===== src/rtl/num2ascii_dec_if.sv =====
// Handshake bundle between a counter source and the ASCII decimal serialiser.
// The master side starts conversions and consumes characters; the slave side is the converter.
interface num2ascii_dec_if #(
    parameter int unsigned DATA_W = 32
) ();
    logic              start_update;
    logic [DATA_W-1:0] value;
    logic              busy;
    logic [7:0]        char;
    logic              valid_o;
    logic              ready_i;
    logic              last_o;

    modport master (
        output start_update, value, ready_i,
        input  busy, char, valid_o, last_o
    );

    modport slave (
        input  start_update, value, ready_i,
        output busy, char, valid_o, last_o
    );
endinterface


===== src/rtl/num2ascii_dec.sv =====
// Binary to decimal ASCII serialiser: double-dabble conversion, then one character per
// handshake with optional sign, leading-zero suppression and terminator.
module num2ascii_dec #(
    parameter int unsigned DATA_W         = 32,
    parameter int unsigned DIGITS         = 10,
    parameter bit          SIGNED         = 1'b0,
    parameter bit          SUPPRESS_ZEROS = 1'b1,
    parameter bit          TERM_EN        = 1'b0,
    parameter logic [7:0]  TERM_CHAR      = 8'h0A
) (
    input  logic           CLK,
    input  logic           RST,
    num2ascii_dec_if.slave bus
);
    localparam int unsigned BW = 4 * DIGITS;
    localparam int unsigned CW = $clog2(DATA_W + 1);
    localparam int unsigned PW = (DIGITS > 1) ? $clog2(DIGITS) : 1;

    typedef enum logic [1:0] {S_IDLE, S_CONVERT, S_PREP, S_EMIT} state_e;
    typedef enum logic [1:0] {P_SIGN, P_DIGIT, P_TERM} pos_e;

    state_e            state_q, state_d;
    pos_e              pos_q, pos_d;
    logic [DATA_W-1:0] mag_q, mag_d;
    logic [BW-1:0]     bcd_q, bcd_d;
    logic              neg_q, neg_d;
    logic [CW-1:0]     cnt_q, cnt_d;
    logic [PW-1:0]     ptr_q, ptr_d;
    logic [7:0]        char_q, char_d;
    logic              valid_q, valid_d;
    logic              last_q, last_d;
    logic              busy_q, busy_d;

    logic [BW-1:0]     bcd_adj;
    logic [PW-1:0]     lead;
    logic              load_pos;

    function automatic logic [7:0] char_at(pos_e p, logic [PW-1:0] k, logic [BW-1:0] b);
        case (p)
            P_SIGN:  char_at = 8'h2D;
            P_TERM:  char_at = TERM_CHAR;
            default: char_at = 8'h30 + {4'h0, b[4*k +: 4]};
        endcase
    endfunction

    function automatic logic last_at(pos_e p, logic [PW-1:0] k);
        last_at = (p == P_TERM) || (p == P_DIGIT && k == '0 && !TERM_EN);
    endfunction

    always_comb begin
        bcd_adj = bcd_q;
        for (int i = 0; i < DIGITS; i++) begin
            if (bcd_q[4*i +: 4] >= 4'd5) bcd_adj[4*i +: 4] = bcd_q[4*i +: 4] + 4'd3;
        end
    end

    // Highest nonzero digit wins; an all-zero result leaves the pointer on digit 0.
    always_comb begin
        lead = '0;
        if (!SUPPRESS_ZEROS) begin
            lead = PW'(DIGITS - 1);
        end else begin
            for (int i = 0; i < DIGITS; i++) begin
                if (bcd_q[4*i +: 4] != 4'd0) lead = PW'(i);
            end
        end
    end

    always_comb begin
        state_d  = state_q;
        pos_d    = pos_q;
        mag_d    = mag_q;
        bcd_d    = bcd_q;
        neg_d    = neg_q;
        cnt_d    = cnt_q;
        ptr_d    = ptr_q;
        char_d   = char_q;
        valid_d  = valid_q;
        last_d   = last_q;
        busy_d   = busy_q;
        load_pos = 1'b0;
        case (state_q)
            S_IDLE: begin
                if (bus.start_update) begin
                    neg_d   = SIGNED && bus.value[DATA_W-1];
                    mag_d   = (SIGNED && bus.value[DATA_W-1]) ? (~bus.value + DATA_W'(1))
                                                              : bus.value;
                    bcd_d   = '0;
                    cnt_d   = '0;
                    busy_d  = 1'b1;
                    state_d = S_CONVERT;
                end
            end
            S_CONVERT: begin
                {bcd_d, mag_d} = {bcd_adj, mag_q} << 1;
                cnt_d = cnt_q + 1'b1;
                if (cnt_q == CW'(DATA_W - 1)) state_d = S_PREP;
            end
            S_PREP: begin
                pos_d    = neg_q ? P_SIGN : P_DIGIT;
                ptr_d    = lead;
                load_pos = 1'b1;
                state_d  = S_EMIT;
            end
            S_EMIT: begin
                if (valid_q && bus.ready_i) begin
                    if (last_q) begin
                        valid_d = 1'b0;
                        last_d  = 1'b0;
                        busy_d  = 1'b0;
                        state_d = S_IDLE;
                    end else begin
                        // The sign keeps the pointer so the first digit follows it directly.
                        if (pos_q == P_SIGN)   pos_d = P_DIGIT;
                        else if (ptr_q == '0)  pos_d = P_TERM;
                        else                   ptr_d = ptr_q - 1'b1;
                        load_pos = 1'b1;
                    end
                end
            end
            default: state_d = S_IDLE;
        endcase
        if (load_pos) begin
            char_d  = char_at(pos_d, ptr_d, bcd_q);
            last_d  = last_at(pos_d, ptr_d);
            valid_d = 1'b1;
        end
    end

    always_ff @(posedge CLK) begin
        if (!RST) begin
            state_q <= S_IDLE;
            pos_q   <= P_DIGIT;
            mag_q   <= '0;
            bcd_q   <= '0;
            neg_q   <= 1'b0;
            cnt_q   <= '0;
            ptr_q   <= '0;
            char_q  <= 8'h00;
            valid_q <= 1'b0;
            last_q  <= 1'b0;
            busy_q  <= 1'b0;
        end else begin
            state_q <= state_d;
            pos_q   <= pos_d;
            mag_q   <= mag_d;
            bcd_q   <= bcd_d;
            neg_q   <= neg_d;
            cnt_q   <= cnt_d;
            ptr_q   <= ptr_d;
            char_q  <= char_d;
            valid_q <= valid_d;
            last_q  <= last_d;
            busy_q  <= busy_d;
        end
    end

    assign bus.busy    = busy_q;
    assign bus.char    = char_q;
    assign bus.valid_o = valid_q;
    assign bus.last_o  = last_q;
endmodule


===== src/flat_wrapper.sv =====
// flat-port wrapper written by rule: the top's interface ports become plain ports
module num2ascii_dec_flat 
#(
    parameter int unsigned DATA_W         = 32,
    parameter int unsigned DIGITS         = 10,
    parameter bit          SIGNED         = 1'b0,
    parameter bit          SUPPRESS_ZEROS = 1'b1,
    parameter bit          TERM_EN        = 1'b0,
    parameter logic [7:0]  TERM_CHAR      = 8'h0A
)
  (CLK, RST, bus_start_update, bus_value, bus_ready_i, bus_busy, bus_char, bus_valid_o, bus_last_o);
  num2ascii_dec_if #(.DATA_W(DATA_W)) bus_i ();
  input  logic CLK;
  input  logic RST;
  input wire logic [$bits(bus_i.start_update)-1:0] bus_start_update;
  input wire logic [$bits(bus_i.value)-1:0] bus_value;
  input wire logic [$bits(bus_i.ready_i)-1:0] bus_ready_i;
  output wire logic [$bits(bus_i.busy)-1:0] bus_busy;
  output wire logic [$bits(bus_i.char)-1:0] bus_char;
  output wire logic [$bits(bus_i.valid_o)-1:0] bus_valid_o;
  output wire logic [$bits(bus_i.last_o)-1:0] bus_last_o;
  assign bus_i.start_update = bus_start_update;
  assign bus_i.value = bus_value;
  assign bus_i.ready_i = bus_ready_i;
  assign bus_busy = bus_i.busy;
  assign bus_char = bus_i.char;
  assign bus_valid_o = bus_i.valid_o;
  assign bus_last_o = bus_i.last_o;
  num2ascii_dec #(.DATA_W(DATA_W), .DIGITS(DIGITS), .SIGNED(SIGNED), .SUPPRESS_ZEROS(SUPPRESS_ZEROS), .TERM_EN(TERM_EN), .TERM_CHAR(TERM_CHAR)) u_core (.CLK(CLK), .RST(RST), .bus(bus_i));
endmodule

===== config.mk =====
export PLATFORM = sky130hd
export DESIGN_NAME = num2ascii_dec_flat
export DESIGN_NICKNAME = d
export VERILOG_FILES = /design/src/rtl/num2ascii_dec_if.sv /design/src/rtl/num2ascii_dec.sv /design/src/flat_wrapper.sv
export SDC_FILE = /design/constraint.sdc
export NUM_CORES = 1
export LEC_CHECK = 0
export ABC_AREA = 1
export CORE_MARGIN = 3
export CORE_UTILIZATION = 40
export CTS_CLUSTER_SIZE = 28
export DETAILED_ROUTE_END_ITERATION = 7
export GPL_TIMING_DRIVEN = 0
export HOLD_SLACK_MARGIN = 0.05
export PLACE_DENSITY_LB_ADDON = 0.25
export RECOVER_POWER = 100
export SLEW_MARGIN = 0
export SYNTH_ARGS = -nofsm -noshare
export SYNTH_HDL_FRONTEND = slang
export SYNTH_SLANG_ARGS = --single-unit

===== constraint.sdc =====
create_clock -name CLK -period 1.8 [get_ports CLK]
set_clock_uncertainty 0.05 [all_clocks]
set_input_delay 0.45 -clock CLK [delete_from_list [all_inputs] [get_ports CLK]]
set_output_delay 0.45 -clock CLK [all_outputs]
set_load 0.01 [all_outputs]

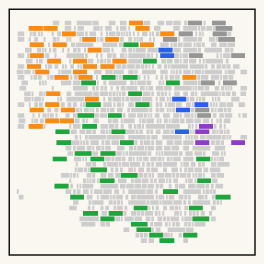
*Sequential cells grouped by signal name*
Scale: 2 px per um. Other sequential cells in the stronger gray, the rest of the logic in the fainter gray.
Orange stands for u_core.mag_q, sequential cells 32. Blue stands for u_core.bus.char, sequential cells 6. Purple stands for u_core.ptr_q, sequential cells 4, where middle right. Green stands for u_core.bcd_q, sequential cells 40.

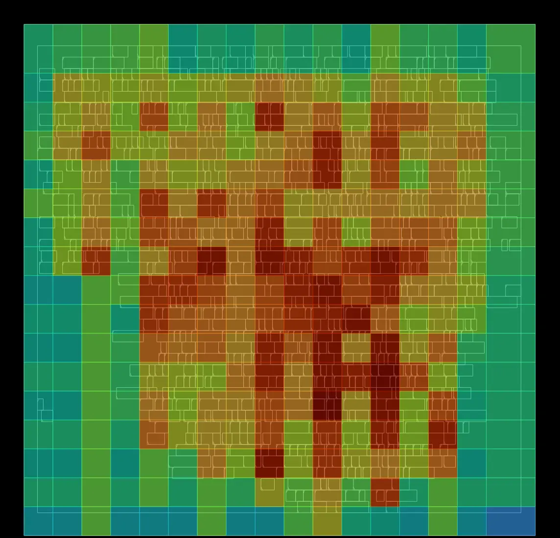
*Congestion heat map*
met3 usage in global routing: 0.0357
Final Core Density: 0.650

==> run summary <==
Flow results.

- Dividing the final minimum period by the clock period gives 1.22.
- Per the synth log, the flip-flop and latch total comes to 95.
- The number of vias in the routed layout is ~5.9k.
- By area, the combinational part of the netlist is dominated by simple AND/OR/NAND/NOR gates.
- The final reports fail on negative setup slack.
- The design draws between 8 and 9 mW.
- The average routed wire per standard cell is about 16 um.
- The worst setup path is captured at a flip-flop.
- The placement summary gives the final routability congestion estimate as ~0.85.
- From left edge to right edge, the die measures roughly 120 um.
- The data arrival time reported for the critical path is 2.43 ns.
- In the global route stage, met2 resource usage came out at 0.371.
- The leakage component of the power was reported as ~3.5 nW.
- The max capacitance violation total is 0.
- The via count of the first global-routing pass is between 5k and 6k.
- The remaining global-route overflow is 0.
- The remaining number of nets flagged by the antenna check after routing is 0.
- The fraction of the mapped netlist area in adder cells is 0.0719.
- Across all setup checks in the final design, the least slack found is -0.393 ns.
- The wire length of the first global-routing pass is ~27 mm.
- The number of search-and-repair iterations in the first detailed-routing pass is 5.
- At the worst endpoint, the required time is between 2 and 2.5 ns.
- The floorplan step set the die height to ~120 um.
- Endpoints with negative setup slack in the final report add up to 83.
- The synthesized netlist was found by Yosys to have approximately 780 cells.
- The normalized max-slew margin is 0.443.
- Setup repair after global routing could not meet its margin everywhere.
- The area of the die is roughly 0.015 sq mm.
- For this run, the script counts the antenna cells in the layout as 0.
- The maximum number of pins on one net before global-route repair is 18.
- approximately 47 I/O pins were placed.
- The core region is 0.0129 sq mm.
- Power spread over the standard cell area amounts to slightly above 1000 mW/mm^2.
- Of the total power, registers draw 0.308.
- The first-iteration detailed-routing DRC count is 425.
- The critical path startpoint category is a flip-flop.
- The highest fanout seen on the critical path is 5.
- Summed over all nets, the switching power comes to approximately 3.1 mW.
- Of all flip-flops after synthesis, the portion carrying an async set or reset was 0.
- The sequential area share after synthesis is 0.353.
- Of the post-synthesis cell area, the dominant cell type holds 0.353.
- The total track usage is 0.228.
- For met1 alone, demand over resource in global routing was 0.294.
- The number of warning messages in the yosys log is 0.
- The largest vdd supply drop is a little over 500 uV.
- The share of final-layout standard cells stronger than drive strength 1 is 0.420.
- The final timing report derives a shortest allowable period of between 2 and 2.5 ns.
- The initial antenna violation count is 0.
- The floorplan step records an initial core utilization of 0.419.
- The cell with the most instances after synthesis is nand2_1.
- The cell area after placement is slightly above 0.006 sq mm.
- TritonCTS built the clock tree.
- The number of flops mapped to enable cells by yosys is 0.
- The commonest cells after synthesis are 201 x nand2_1, 95 x dfxtp_1, 85 x a21oi_1.
- Per the GRT log, the top usage layer is met2.
- Counting every instance in the synthesized netlist gives ~780.
- Hold-check failures listed in the final report amount to 0.
- In the Yosys stats the netlist draws on around 40 distinct library cells.
- The power report attributes to the combinational group a share of 0.467.
- The switching power as a share of total power is 0.372.
- The clock drives around 95 sinks.
- The worst-case hold slack is between 0.4 and 0.5 ns.
- After the last flow step, the layout net total stands at 985.
- The detailed-route DRC error count is 0.
- The portion of synthesized area spent on multiplexers is 0.
- The number of buffers inserted during clock tree synthesis is 9.
- The run finished, with violations left.
-- registers in the layout, summed over array words and instances, names as in the netlist --
name,flops
u_core.bus.busy,1
u_core.mag_q,32
u_core.ptr_q,4
u_core.bus.char,6
u_core.pos_q,2
u_core.state_q,2
u_core.bus.last_o,1
u_core.bus.valid_o,1
u_core.cnt_q,6
u_core.bcd_q,40
-- what timing repair did --
action | CTS | global route
endpoints found under the setup margin | 88 | 91
resized | 235 | 132
endpoints found under the hold margin | 0 | 0
gates cloned | 11 | 0
pin swaps | 77 | 46
setup buffers | 53 | 21
-- power groups by stage --
| stage | Clock (mW) | Sequential, mW | Combinational (mW) |
|---|---|---|---|
| final | 1.89 | 2.60 | 3.94 |
| after global routing | 1.98 | 2.63 | 4.16 |
| after global placement | 0 | 2.59 | 1.87 |
| after detailed placement | 0 | 2.59 | 1.87 |
| after CTS | 1.88 | 2.57 | 3.55 |
| after floorplan | 0 | 2.57 | 1.18 |
-- stage by stage --
stage / worst slack [ns] / util
after floorplan: -0.0861 / -
after global placement: -0.820 / 0.473
after detailed placement: -0.832 / 0.473
after CTS: -0.325 / 0.608
after global routing: -0.533 / 0.650
final: -0.393 / 0.650
-- worst paths after layout --
check	start	cells past startpoint	endpoint	slack (ns)
setup / recovery	u_core.bcd_q[37]$_SDFFE_PN0P_	16	u_core.bus.char[3]$_SDFFE_PN0P_	-0.39
hold / removal	u_core.mag_q[17]$_SDFFE_PN0P_	2	u_core.mag_q[17]$_SDFFE_PN0P_	0.43
setup reg to reg	u_core.bcd_q[37]$_SDFFE_PN0P_	16	u_core.bus.char[3]$_SDFFE_PN0P_	-0.39
hold reg to reg	u_core.mag_q[17]$_SDFFE_PN0P_	2	u_core.mag_q[17]$_SDFFE_PN0P_	0.43
-- worst max-delay path: stages (launching register included) --
cell	delay, ns
dfxtp_2	0.33
inv_2	0.07
ha_2	0.19
nand2_2	0.08
nor2_4	0.13
nand2_2	0.09
nor2_4	0.14
o21ai_2	0.07
o21ai_2	0.08
nor2_4	0.07
buf_8	0.14
buf_6	0.14
a21oi_1	0.13
o21ai_1	0.09
nand3_1	0.10
nand3_1	0.10
a21oi_2	0.13
-- layout make-up --
| class | instances | area, sq um |
|---|---|---|
| inverters | 92 | 402 |
| repair inverters | 1 | 6.26 |
| repair buffers | 126 | 1300 |
| clock inverters | 6 | 53.8 |
| multi-input cells | 562 | 3850 |
| clock buffers | 10 | 229 |
| plain buffers | 31 | 362 |
| well taps | 172 | 215 |
| fillers | 981 | 4510 |
| flip-flops and latches | 95 | 1950 |
-- placed cells by master (no fill, tap or decap), types with 26 or more instances in the layout --
cell type	count
nand2_1	138
a31oi_1	29
inv_1	43
nand3_1	32
nand3_2	26
dfxtp_1	74
a21oi_2	44
clkdlybuf4s50_1	42
buf_4	58
inv_2	34
nand2_2	52
a21oi_1	45
o21ai_0	45
-- layer usage --
| metal | part of all wire | vias up |
|---|---|---|
| met1 | 0.43 | 2801 |
| met2 | 0.47 | 203 |
| li1 | - | 2872 |
| met4 | 0.040 | 0 |
| met5 | 0 | - |
| met3 | 0.054 | 55 |
Power and IR drop assume default switching activity.
